==> src/rtl/ltc2324_axis_tx.sv <==
// LTC2324 frame FIFO + AXI4-Stream master, two 32-bit beats per frame.
// Define LTC2324_AXIS_TUSER_EN for an 8-bit frame sequence on m_axis_tuser.
module ltc2324_axis_tx #(
  parameter int FIFO_DEPTH     = 8,
  parameter int FRAMES_PER_PKT = 256
) (
  input  logic        clk,
  input  logic        rst_n,
  input  logic        enable,
  input  logic        s_valid,
  input  logic [15:0] ch1,
  input  logic [15:0] ch2,
  input  logic [15:0] ch3,
  input  logic [15:0] ch4,
  output logic [31:0] m_axis_tdata,
  output logic        m_axis_tvalid,
  input  logic        m_axis_tready,
  output logic        m_axis_tlast,
`ifdef LTC2324_AXIS_TUSER_EN
  output logic [7:0]  m_axis_tuser,
`endif
  output logic        overflow,
  output logic [15:0] drop_cnt,
  input  logic        clear_ovf
);

  localparam int AW = $clog2(FIFO_DEPTH);
`ifdef LTC2324_AXIS_TUSER_EN
  localparam int EW = 72;
`else
  localparam int EW = 64;
`endif
  localparam logic [AW:0] FULL_CNT =
    (AW+1)'(FIFO_DEPTH);
  localparam logic [15:0] LAST_CNT =
    16'(FRAMES_PER_PKT - 1);

  typedef enum logic [1:0] {
    S_IDLE,
    S_BEAT0,
    S_BEAT1
  } state_t;

  state_t r_state;
  state_t w_next;

  logic [EW-1:0] r_mem [FIFO_DEPTH];
  logic [AW-1:0] r_wptr;
  logic [AW-1:0] r_rptr;
  logic [AW:0]   r_cnt;
  logic [EW-1:0] r_out;
  logic [15:0]   r_fcnt;
  logic          r_ovf;
  logic [15:0]   r_drops;
  logic [EW-1:0] w_wdata;
  logic          w_acc;
  logic          w_full;
  logic          w_empty;
  logic          w_push;
  logic          w_drop;
  logic          w_pop;
  logic          w_hs;

`ifdef LTC2324_AXIS_TUSER_EN
  logic [7:0] r_seq;

  always_ff @(posedge clk or negedge rst_n) begin
    if (!rst_n) begin
      r_seq <= '0;
    end else if (w_push) begin
      r_seq <= r_seq + 8'd1;
    end
  end

  assign w_wdata = {r_seq, ch4, ch3, ch2, ch1};
  assign m_axis_tuser = r_out[71:64];
`else
  assign w_wdata = {ch4, ch3, ch2, ch1};
`endif

  // Fullness uses the pre-pop count, so a pop never rescues a frame.
  assign w_acc   = s_valid & enable;
  assign w_full  = (r_cnt == FULL_CNT);
  assign w_empty = (r_cnt == '0);
  assign w_push  = w_acc & ~w_full;
  assign w_drop  = w_acc & w_full;
  assign w_hs    = m_axis_tvalid & m_axis_tready;

  always_ff @(posedge clk) begin
    if (w_push) begin
      r_mem[r_wptr] <= w_wdata;
    end
  end

  always_ff @(posedge clk or negedge rst_n) begin
    if (!rst_n) begin
      r_wptr <= '0;
      r_rptr <= '0;
      r_cnt  <= '0;
    end else begin
      if (w_push) begin
        r_wptr <= r_wptr + AW'(1);
      end
      if (w_pop) begin
        r_rptr <= r_rptr + AW'(1);
      end
      unique case ({w_push, w_pop})
        2'b10:   r_cnt <= r_cnt + 1'b1;
        2'b01:   r_cnt <= r_cnt - 1'b1;
        default: r_cnt <= r_cnt;
      endcase
    end
  end

  always_ff @(posedge clk or negedge rst_n) begin
    if (!rst_n) begin
      r_state <= S_IDLE;
    end else begin
      r_state <= w_next;
    end
  end

  always_comb begin
    w_next = r_state;
    w_pop  = 1'b0;
    unique case (r_state)
      S_IDLE: begin
        if (!w_empty) begin
          w_next = S_BEAT0;
          w_pop  = 1'b1;
        end
      end
      S_BEAT0: begin
        if (w_hs) begin
          w_next = S_BEAT1;
        end
      end
      S_BEAT1: begin
        if (w_hs) begin
          if (!w_empty) begin
            w_next = S_BEAT0;
            w_pop  = 1'b1;
          end else begin
            w_next = S_IDLE;
          end
        end
      end
      default: w_next = S_IDLE;
    endcase
  end

  always_ff @(posedge clk or negedge rst_n) begin
    if (!rst_n) begin
      r_out  <= '0;
      r_fcnt <= '0;
    end else begin
      if (w_pop) begin
        r_out <= r_mem[r_rptr];
      end
      if (w_hs && r_state == S_BEAT1) begin
        if (r_fcnt == LAST_CNT) begin
          r_fcnt <= '0;
        end else begin
          r_fcnt <= r_fcnt + 16'd1;
        end
      end
    end
  end

  // A drop coinciding with clear wins over the clear.
  always_ff @(posedge clk or negedge rst_n) begin
    if (!rst_n) begin
      r_ovf   <= 1'b0;
      r_drops <= '0;
    end else if (clear_ovf) begin
      r_ovf   <= w_drop;
      r_drops <= {15'd0, w_drop};
    end else if (w_drop) begin
      r_ovf <= 1'b1;
      if (r_drops != 16'hFFFF) begin
        r_drops <= r_drops + 16'd1;
      end
    end
  end

  assign m_axis_tvalid = (r_state != S_IDLE);
  assign m_axis_tdata  = (r_state == S_BEAT1) ?
                         r_out[63:32] : r_out[31:0];
  assign m_axis_tlast  = (r_state == S_BEAT1) &&
                         (r_fcnt == LAST_CNT);
  assign overflow      = r_ovf;
  assign drop_cnt      = r_drops;

endmodule

==> config.mk <==
export PLATFORM = sky130hd
export DESIGN_NAME = ltc2324_axis_tx
export DESIGN_NICKNAME = d
export VERILOG_FILES = /design/src/rtl/ltc2324_axis_tx.sv
export SDC_FILE = /design/constraint.sdc
export NUM_CORES = 1
export LEC_CHECK = 0
export CAP_MARGIN = 20
export CORE_MARGIN = 4
export CORE_UTILIZATION = 54
export CTS_CLUSTER_DIAMETER = 50
export DETAILED_ROUTE_END_ITERATION = 7
export PLACE_DENSITY_LB_ADDON = 0.05
export SETUP_SLACK_MARGIN = 0.5
export SKIP_CTS_REPAIR_TIMING = 1
export SYNTH_ARGS = -nofsm -noshare
export SYNTH_HDL_FRONTEND = slang
export SYNTH_SLANG_ARGS = --single-unit
==> constraint.sdc <==
create_clock -name clk -period 15.8 [get_ports clk]
set_clock_uncertainty 0.05 [all_clocks]
set_input_delay 3.16 -clock clk [delete_from_list [all_inputs] [get_ports clk]]
set_output_delay 3.16 -clock clk [all_outputs]
set_load 0.02 [all_outputs]
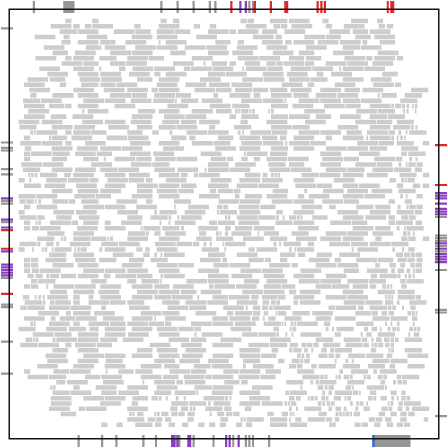
*Ports around the boundary*
Pins as bars across the die edge, other pins in gray.
[overflow] blue | pins: 1 | direction: output | edge: bottom
[m_axis_tdata] purple | pins: 32 | direction: output | edge: 13 right, 9 left, 8 bottom, 2 top
[ch2] red | pins: 16 | direction: input | edge: 11 top, 3 left, 2 right
all pins by edge: 43 bottom, 27 top, 26 left, 25 right

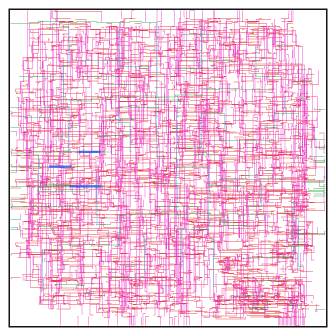
*Routed metal, one color a layer*
[metal 3] green | wire length: 1990 um
[metal 2] magenta | wire length: 24.4 mm
[metal 4] cyan | wire length: 740 um
[metal 1] red | wire length: 20.5 mm
[metal 5] blue | wire length: 47.8 um

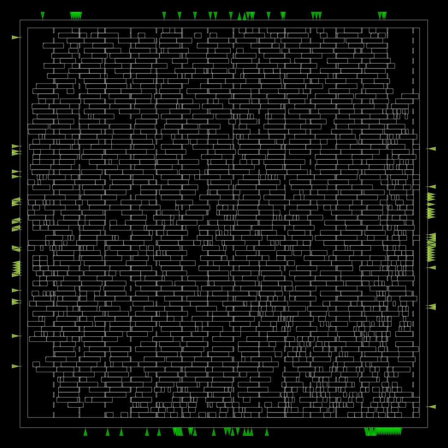
*Placed standard cells*
Well Taps: 592
fillcell total: 3181

==> run notes <==
yosys + openroad results -> status=finished, final reports clean, Setup crit start=r_state[0], maximum clock rate=163 MHz, initial DRC count=996, CP required=12.59 ns, vias per inst=5.74, Avg WL per Cell=23.6 um, Leak=9.43 nW, Root Driver=clkbuf_16, Slew @ Worst Pin=1.08 ns, setup_tns=0 ns, final worst path period share=between 30 and 40%, yosys synthesis chip area=0.0241 mm2, Core ar.=between 0.04 and 0.05 mm2, fin. max-slew vios=0, Routability Congestion=between 0.7 and 0.8, PnR worst setup slack=9.67 ns, num ports=121, number of max-cap violations=0, most frequent cells in the layout=512 x edfxtp_1, 128 x mux4_2, 119 x clkdlybuf4s50_1, Cells after Synth=1228, total gr overflow=0, Worst-path clk slew=0.06 ns, Rows=between 70 and 80, Die Span Y=219 um, RR Startpoint=r_rptr[0], hold crit path type=reg -> reg, H-tree Lvls=3, # placed instances=approximately 1900, clock sinks=621, Netlist cell types=50, Die ar.=between 0.04 and 0.05 mm2, largest net degree at the start of global routing=102, Mapped Nets=approximately 1300, most frequent logic cell in the layout=edfxtp_1, clk buf depth=3, PD cells=around 180 mW/mm2, FF+latch count, synth=621, Worst Hold Launch=r_fcnt[15], antenna viol nets, final=0, final number of hold-violating endpoints=0, first-pass GRT wire length=roughly 74000 um, yosys cell count=1228, layout overhead on the synthesized area=16.8%, DR pass1 iterations=5, Slew headroom=28.2%, cts bufs inserted=between 60 and 70, Post-Syn Area=about 0.024 mm2, initial antenna violation count=3, ANT cells=0, nets=approximately 1500, total track usage=about a fifth, post-DP HPWL=27200 um, CTS tree=built, Die X=219 um, Seq share, synth=75.2%, vias in the first global route=about 12000, R2R depth=5, hold depth=1, tally of OpenROAD warnings=29, unrepaired setup endpoints after global routing=false, final setup violation count=0, Non-Filler Instances=2021, VDD IR max=between 100 and 150 uV, WL final=47700 um, clk latency late pin=0.57 ns, worst slack, placed=between 9 and 10 ns, I/O Buffers=120, crit path DAT=between 2 and 3 ns, Final min period=just over 6 ns, vias=approximately 12000, total power=4.93 mW, yosys warns=0, share of cells above drive strength 1=20.6%, FF-to-FF setup slack=12.28 ns, CP Launch Type=flip-flop, Crit Path Class=reg -> out, Setup crit end kind=output port
per-stage QoR:
step	hold WS (ns)	instance area [um2]	utilization (%)
after CTS	0.422	28100	63.7
after global placement	0.407	26000	58.8
after detailed placement	0.410	26000	58.8
after global routing	0.454	28100	63.7
after floorplan	0.387	24100	-
final	0.417	28100	63.7
logic make-up after synthesis:
group / count (synthesis) / share of synthesized area [%]
flip-flops: 621 / 75.2
multiplexers: 228 / 16.3
AND/OR/NAND/NOR: 179 / 3.61
AND-OR/OR-AND: 102 / 2.36
buffers and inverters: 66 / 1.26
XOR/XNOR: 25 / 0.909
adder cells (fa/ha/maj): 7 / 0.364
final cells by class:
type	count	area [um2]	area share, %
flip-flops and latches	621	18100	64.4
multi-input cells	541	5740	20.4
clock buffers	102	1970	7.02
repair buffers	140	1360	4.84
well taps	592	741	2.63
clock inverters	18	168	0.596
inverters	7	26.3	0.0934
layer usage:
layer / vias to the layer above / global-route usage (%) / part of all wire [%]
li1: 5247 / - / -
met1: 6031 / 28.6 / 43
met2: 257 / 34.5 / 51
met3: 64 / 4.26 / 4.2
met4: 6 / 4.70 / 1.6
met5: - / 0 / 0.099
path summary, 6_finish.rpt:
kind | to
worst max-delay path | m_axis_tdata[0]
min in group asynchronous | drop_cnt[6]
worst min-delay path | r_fcnt[15]
worst min register to register | r_fcnt[15]
worst max register to register | r_out[3]
max in group asynchronous | r_rptr[2]
critical path, stage by stage (launching register included):
cell and delay (ns):
dfrtp_1 0.47, nor2b_4 0.53, buf_4 0.41, mux2_2 0.39, clkdlybuf4s50_1 0.54
synth_stat cells, drive strengths merged:
cell | n | area share, %
a2111oi | 1 | 0.036
a21boi | 2 | 0.062
a21oi | 72 | 1.5
a311oi | 2 | 0.073
a31oi | 8 | 0.21
a32oi | 1 | 0.036
a41o | 1 | 0.042
and2 | 2 | 0.052
and3 | 3 | 0.078
and3b | 2 | 0.073
and4 | 3 | 0.11
buf | 19 | 0.42
clkbuf | 39 | 0.70
dfrtp | 109 | 11
dlygate4sd1 | 1 | 0.036
edfxtp | 512 | 64
ha | 7 | 0.36
inv | 7 | 0.11
mux2 | 35 | 1.6
mux2i | 65 | 2.7
mux4 | 128 | 12
nand2 | 23 | 0.36
nand2b | 5 | 0.13
nand3 | 12 | 0.25
nand3b | 1 | 0.031
nand4 | 9 | 0.23
nor2 | 80 | 1.2
nor2b | 5 | 0.13
nor3 | 13 | 0.27
nor4 | 6 | 0.16
nor4b | 1 | 0.036
o211a | 1 | 0.042
o21ai | 8 | 0.17
o311ai | 1 | 0.036
o31ai | 4 | 0.12
o32ai | 1 | 0.036
or2 | 3 | 0.078
or3 | 4 | 0.13
or4 | 6 | 0.19
or4b | 1 | 0.057
xnor2 | 16 | 0.58
xor2 | 9 | 0.33
flip-flops by register name, summed over array words and instances, names as in the netlist:
signal	cells
r_fcnt	16
r_out	64
r_rptr	3
r_mem	512
r_cnt	4
overflow	1
drop_cnt	16
r_wptr	3
r_state	2
report_power, final:
part	total, mW	internal (mW)	switching (mW)
combinational	1.26	0.629	0.629
sequential	2.17	1.99	0.182
clock	1.50	0.909	0.593
total	4.93	3.52	1.40
Power is estimated from default activity; no workload was simulated.
